File: src/rtl/pattern_sequencer.sv
// Playback controller for the pattern buffer bank: steps bufp/fieldp through the
// pattern_sequence entries and hands the bank to the serial loader between playbacks.
module pattern_sequencer #(
    parameter int NFIELDS = 27,
    parameter int NSEQ    = 3,
    parameter int BUFW    = 3,
    parameter int FIELDW  = 5,
    parameter int SEQW    = 2
) (
    input  logic              sclk,
    input  logic              rst_n,
    input  logic              start,
    input  logic              loop,
    input  logic              stop,
    input  logic              field_tick,
    input  logic [NSEQ*8-1:0] seq_flat,
    input  logic              load_req,
    output logic              ssel,
    output logic [BUFW-1:0]   bufp,
    output logic [FIELDW-1:0] fieldp,
    output logic [SEQW-1:0]   seq_idx,
    output logic              busy,
    output logic              done
);

    typedef enum logic [1:0] {
        S_IDLE,
        S_RUN,
        S_LOAD,
        S_DONE
    } state_t;

    localparam logic [FIELDW-1:0] LAST_FIELD = FIELDW'(NFIELDS - 1);
    localparam logic [SEQW-1:0]   LAST_SEQ   = SEQW'(NSEQ - 1);

    state_t            state_q, state_d;
    logic [BUFW-1:0]   bufp_q, bufp_d;
    logic [FIELDW-1:0] fieldp_q, fieldp_d;
    logic [SEQW-1:0]   seq_idx_q, seq_idx_d;
    logic [4:0]        rep_q, rep_d;
    logic              stop_pend_q, stop_pend_d;

    // Table padded to a power of two so any seq_idx value indexes a defined entry.
    logic [7:0]      entry [2**SEQW];
    logic [SEQW-1:0] next_idx;

    always_comb begin
        for (int i = 0; i < 2**SEQW; i++) begin
            entry[i] = (i < NSEQ) ? seq_flat[8*i +: 8] : 8'h00;
        end
    end

    assign next_idx = seq_idx_q + 1'b1;

    // State register and datapath registers.
    always_ff @(posedge sclk) begin
        // NOTE: every register here uses <= so all of them see the pre-edge values.
        if (!rst_n) begin
            state_q     <= S_IDLE;
            bufp_q      <= '0;
            fieldp_q    <= '0;
            seq_idx_q   <= '0;
            rep_q       <= '0;
            stop_pend_q <= 1'b0;
        end else begin
            state_q     <= state_d;
            bufp_q      <= bufp_d;
            fieldp_q    <= fieldp_d;
            seq_idx_q   <= seq_idx_d;
            rep_q       <= rep_d;
            stop_pend_q <= stop_pend_d;
        end
    end

    // Next-state and datapath update.
    always_comb begin
        // NOTE: defaults first so no path through the case leaves a variable unassigned (no latches).
        state_d     = state_q;
        bufp_d      = bufp_q;
        fieldp_d    = fieldp_q;
        seq_idx_d   = seq_idx_q;
        rep_d       = rep_q;
        stop_pend_d = stop_pend_q;

        unique case (state_q)
            S_IDLE: begin
                if (load_req) begin
                    state_d = S_LOAD;
                end else if (start) begin
                    if (entry[0][7:3] == 5'd0) begin
                        state_d = S_DONE;
                    end else begin
                        state_d   = S_RUN;
                        bufp_d    = BUFW'(entry[0][2:0]);
                        fieldp_d  = '0;
                        rep_d     = entry[0][7:3];
                        seq_idx_d = '0;
                    end
                end
            end

            S_RUN: begin
                if (stop) stop_pend_d = 1'b1;
                if (field_tick) begin
                    if (fieldp_q != LAST_FIELD) begin
                        fieldp_d = fieldp_q + 1'b1;
                    end else begin
                        fieldp_d = '0;
                        // A stop arriving on the last tick of a field still ends playback here.
                        if (stop_pend_q || stop) begin
                            state_d = S_DONE;
                        end else if (rep_q > 5'd1) begin
                            rep_d = rep_q - 5'd1;
                        end else if (seq_idx_q < LAST_SEQ && entry[next_idx][7:3] != 5'd0) begin
                            bufp_d    = BUFW'(entry[next_idx][2:0]);
                            rep_d     = entry[next_idx][7:3];
                            seq_idx_d = next_idx;
                        end else if (loop && !load_req && entry[0][7:3] != 5'd0) begin
                            bufp_d    = BUFW'(entry[0][2:0]);
                            rep_d     = entry[0][7:3];
                            seq_idx_d = '0;
                        end else begin
                            state_d = S_DONE;
                        end
                    end
                end
                if (state_d != S_RUN) stop_pend_d = 1'b0;
            end

            S_DONE: begin
                fieldp_d = '0;
                state_d  = load_req ? S_LOAD : S_IDLE;
            end

            S_LOAD: begin
                if (!load_req) state_d = S_IDLE;
            end

            default: state_d = S_IDLE;
        endcase
    end

    // Outputs decoded from registered state only.
    always_comb begin
        busy    = (state_q == S_RUN);
        done    = (state_q == S_DONE);
        ssel    = (state_q == S_LOAD);
        bufp    = bufp_q;
        fieldp  = fieldp_q;
        seq_idx = seq_idx_q;
    end

endmodule

File: config.mk
export PLATFORM = sky130hd
export DESIGN_NAME = pattern_sequencer
export DESIGN_NICKNAME = d
export VERILOG_FILES = /design/src/rtl/pattern_sequencer.sv
export SDC_FILE = /design/constraint.sdc
export NUM_CORES = 1
export LEC_CHECK = 0
export CAP_MARGIN = 20
export CORE_MARGIN = 2
export CORE_UTILIZATION = 35
export CTS_CLUSTER_SIZE = 28
export DETAILED_ROUTE_END_ITERATION = 7
export PLACE_DENSITY_LB_ADDON = 0.2
export SYNTH_ARGS = -nofsm -noshare
export SYNTH_HDL_FRONTEND = slang
export SYNTH_SLANG_ARGS = --single-unit
export TNS_END_PERCENT = 50
File: constraint.sdc
create_clock -name sclk -period 2.36 [get_ports sclk]
set_clock_uncertainty 0.05 [all_clocks]
set_input_delay 0.236 -clock sclk [delete_from_list [all_inputs] [get_ports sclk]]
set_output_delay 0.236 -clock sclk [all_outputs]
set_load 0.02 [all_outputs]
pinout.png
Pins as bars across the die edge, other pins in gray.
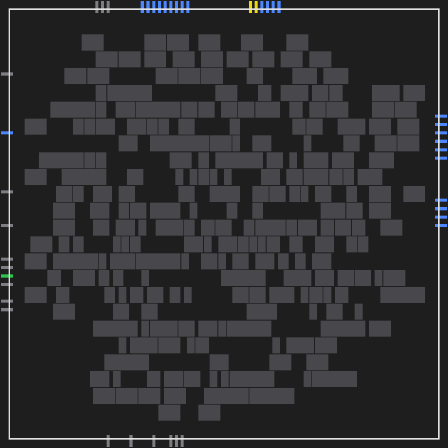
- yellow: seq_idx (pins 2; direction output; edge north)
- green: start (pins 1; direction input; edge west)
- blue: seq_flat (pins 24; direction input; edge 13 north, 10 east, 1 west)
- all pins by edge: 18 north, 10 west, 10 east, 6 south

class_map.png
Scale bar: 20 um.
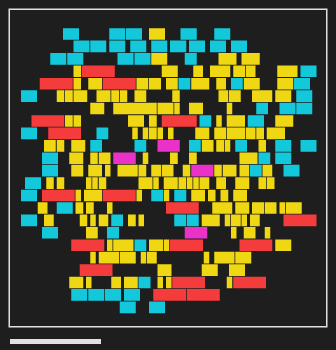
- red: registers (cells 18; share of their area 17%)
- yellow: remaining logic cells (cells 154; share of their area 52%)
- cyan: remaining buffers and delay cells (cells 63; share of their area 28%)
- magenta: clock drivers and dummy loads (cells 4; share of their area 2.7%)

sizing.png
Scale bar: 20 um.
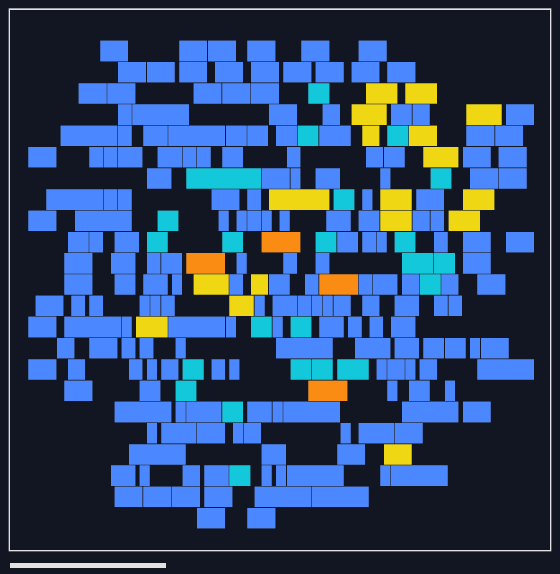
- blue: x1 and smaller (cells 195; share 82%)
- orange: x6 and larger (cells 4; share 1.7%)
- cyan: x3 and x4 (cells 23; share 9.6%)
- yellow: x2 (cells 17; share 7.1%)
setup ws final: 0.247 ns
Finished Cell Area: 0.00214 mm2
Layout area overhead: 43.8%
Non-clk bufs: 63

clock_wires.png
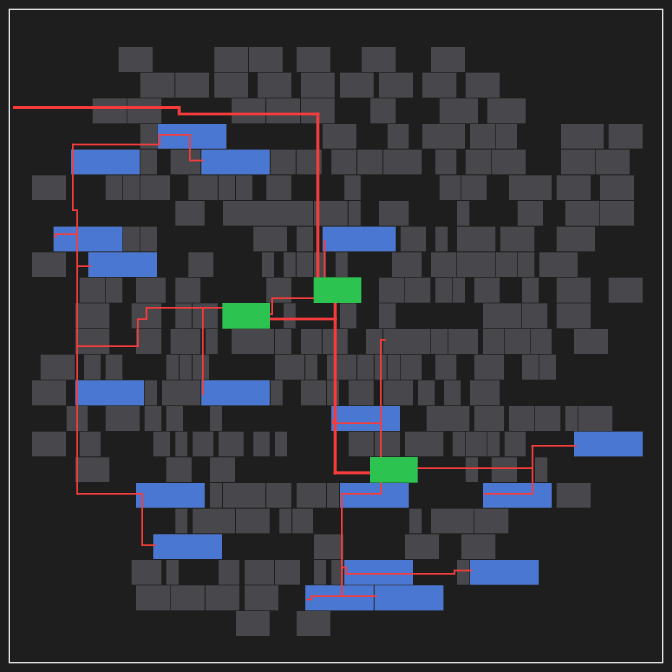
- green: clock-net drivers (count 3)
- red: clock wires (length 300 um)
- blue: flip-flops (count 18)
- routed clock nets: 4

clock_nets.png
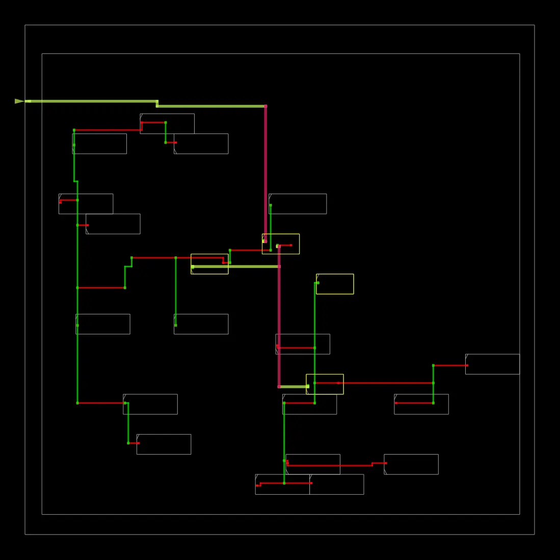
clk sinks: 18
Flops: 18
Clock Latency Late Sink: 0.26 ns
clock buf count: 4
clock network power: 0.261 mW

==> power groups by stage <==
stage | Sequential (mW) | Combinational [mW] | Clock [mW]
after floorplan | 0.350 | 0.165 | 0
after global placement | 0.344 | 0.308 | 0
after detailed placement | 0.344 | 0.308 | 0
after CTS | 0.337 | 0.310 | 0.267
after global routing | 0.340 | 0.338 | 0.283
final | 0.338 | 0.310 | 0.261
==> worst register-to-register path: stages, from the launching register on <==
cell and delay [ns]:
dfxtp_2 0.44, mux2_2 0.37, a22oi_2 0.23, nand3_2 0.23
o311ai_0 0.39, o211ai_1 0.18, mux2i_1 0.15
==> per-layer routing <==
metal	global-route usage [%]	vias to the layer above	part of all wire (%)
met3	3.34	9	4.7
met2	26.5	43	44
met4	5.23	0	1.5
li1	-	809	-
met1	24.5	715	50
met5	0	-	0
==> metrics.cfg <==
[hold_path]
min-delay-start=bufp[0]
hold_end=bufp[0]
holdCritPathClass=register to register
hold_depth=2

[synth]
synth_top_area_share_pct=24.2
ff_type=dfxtp_1
ys_cells=179
synth_cell_type_count=58
synthesis.nets=214
ys_ff=18
async_flop_share_pct=0
synthTopCellsByCount=dfxtp_1, nor2_1, nand2_1
ys_chip_area_mm2=0.00149
syn_inst=179
ys_sh_aoi_pct=29.4
top_cells_by_area=dfxtp_1, mux2i_1, mux2_2
yosys.area_share.adder_pct=3.37
edf_count=0
largest_area_cell=dfxtp_1
avgSynthCellArea_um2=8.30
synthSimpleGateAreaFrac_pct=23.2
synthTopLogicFamily=AND-OR/OR-AND gates
netlist_area_mm2=0.00149
synthMuxAreaShare_pct=12.0
synthXorXnorAreaFrac_pct=2.95
ys_warn_count=0
synth.most_common_cell=dfxtp_1
seq_area_frac_synth_pct=24.2

[critical_path]
slowest_delay_ns=0.44
crit_fanout=8
cp.required_ns=2.50
start_kind=register
critPathArrivalTime_ns=2.25
rr_endpoint=rep_q[1]
crit_buf_inv=0
reg2reg_depth=6
worst_path_max_delay_cell=dfxtp_2
r2r-start=seq_idx[1]
path_delay_family=AND-OR/OR-AND gates
startpoint=seq_idx[1]
r2r_slack_ns=0.25
endpoint_kind=register
critPathCapture=rep_q[1]
worstPathCellList=mux2_2 -> a22oi_2 -> nand3_2 -> o311ai_0 -> o211ai_1 -> mux2i_1
critPathKind=register to register
path_depth=6

[final_timing]
slew_viol_final=0
holdWs_ns=0.432
rsz0062_at_grt=false
finalHoldViolCount=0
setup_viol=0
fin_setup_tns_ns=0
max_freq_ghz=0.473
post-route-min-period_ns=2.11
fin_crit_sh_pct=89.5
worst_slew_pin_slew_ns=0.630
relSlewSlack_pct=57.6

[global_route]
grt_pass1_vias=1488
track_usage_pct=17.3
grt_pass1_wl_um=6920
antenna_found_initial=0
grt_max_degree=19
grt_overflow=0

[finish]
fill_cells=388
non_clock_buffer_area_share_pct=27.2
final-clk-cell-share_pct=2.58
layout_top_cell=clkdlybuf4s50_1
num-nonclk-inverters=6
fin_nets=275
regArea_um2=362
logic_area_mm2=0.00105
antenna_cells=0
lay_top_cells=clkdlybuf4s50_1, buf_4, dfxtp_1
stdcell_count=289
seq-cell-share_pct=16.9
multi_input_comb_cells=148
fin_util_pct=52.7
largest_cell_class=logic gates
drive_gt1_share_pct=18.4
comb_share_pct=49.4

[clock_network]
cts_hold_buf=0
cts_resized=0
tritoncts=done
clk_pin_slew_ns=0.08
cts_buffers=3
cts_setup_buffers=0
cts-root-buf=clkbuf_8
clock_path_buffers=2
h-tree-depth=1

[pwr]
p_comb_share_pct=34.1
switchingPower_mw=0.281
power.share.sequential_pct=37.1
clock_power_share_pct=28.8
intPower_mw=0.628
power.leakage_nw=0.813
p_per_area_mw_per_mm2=425
p_total_mw=0.909
switching_share_pct=30.9
peakVddDrop_mv=0.228

[flow_run]
warnings=28
max_cap_violations=0

[placed_design]
placed_cells=285
io_buffers=43
dpl_worst_slack_ns=-0.00123
placed_area_mm2=0.00208
gp_congestion=0.847
dpl.hpwl_um=3300

[floorplan]
row_count=23
tap_cells=50
core_mm2=0.00406
io_pins=44
fp_util_pct=36.6
die_w_um=69.2
dieArea_mm2=0.00478
fp.dieH_um=69.2

[drt]
drc_errors=0
vias_per_cell=5.45
num_vias=1576
postRouteAntennaNets=0
dr.pass1.iters=4
drt-wirelength-per-cell_um=14.5
dr.first_iter.drc_count=128
wl_um=4190

[outcome]
status=completed

No activity file was given, so power comes from the tool's default toggle rates.
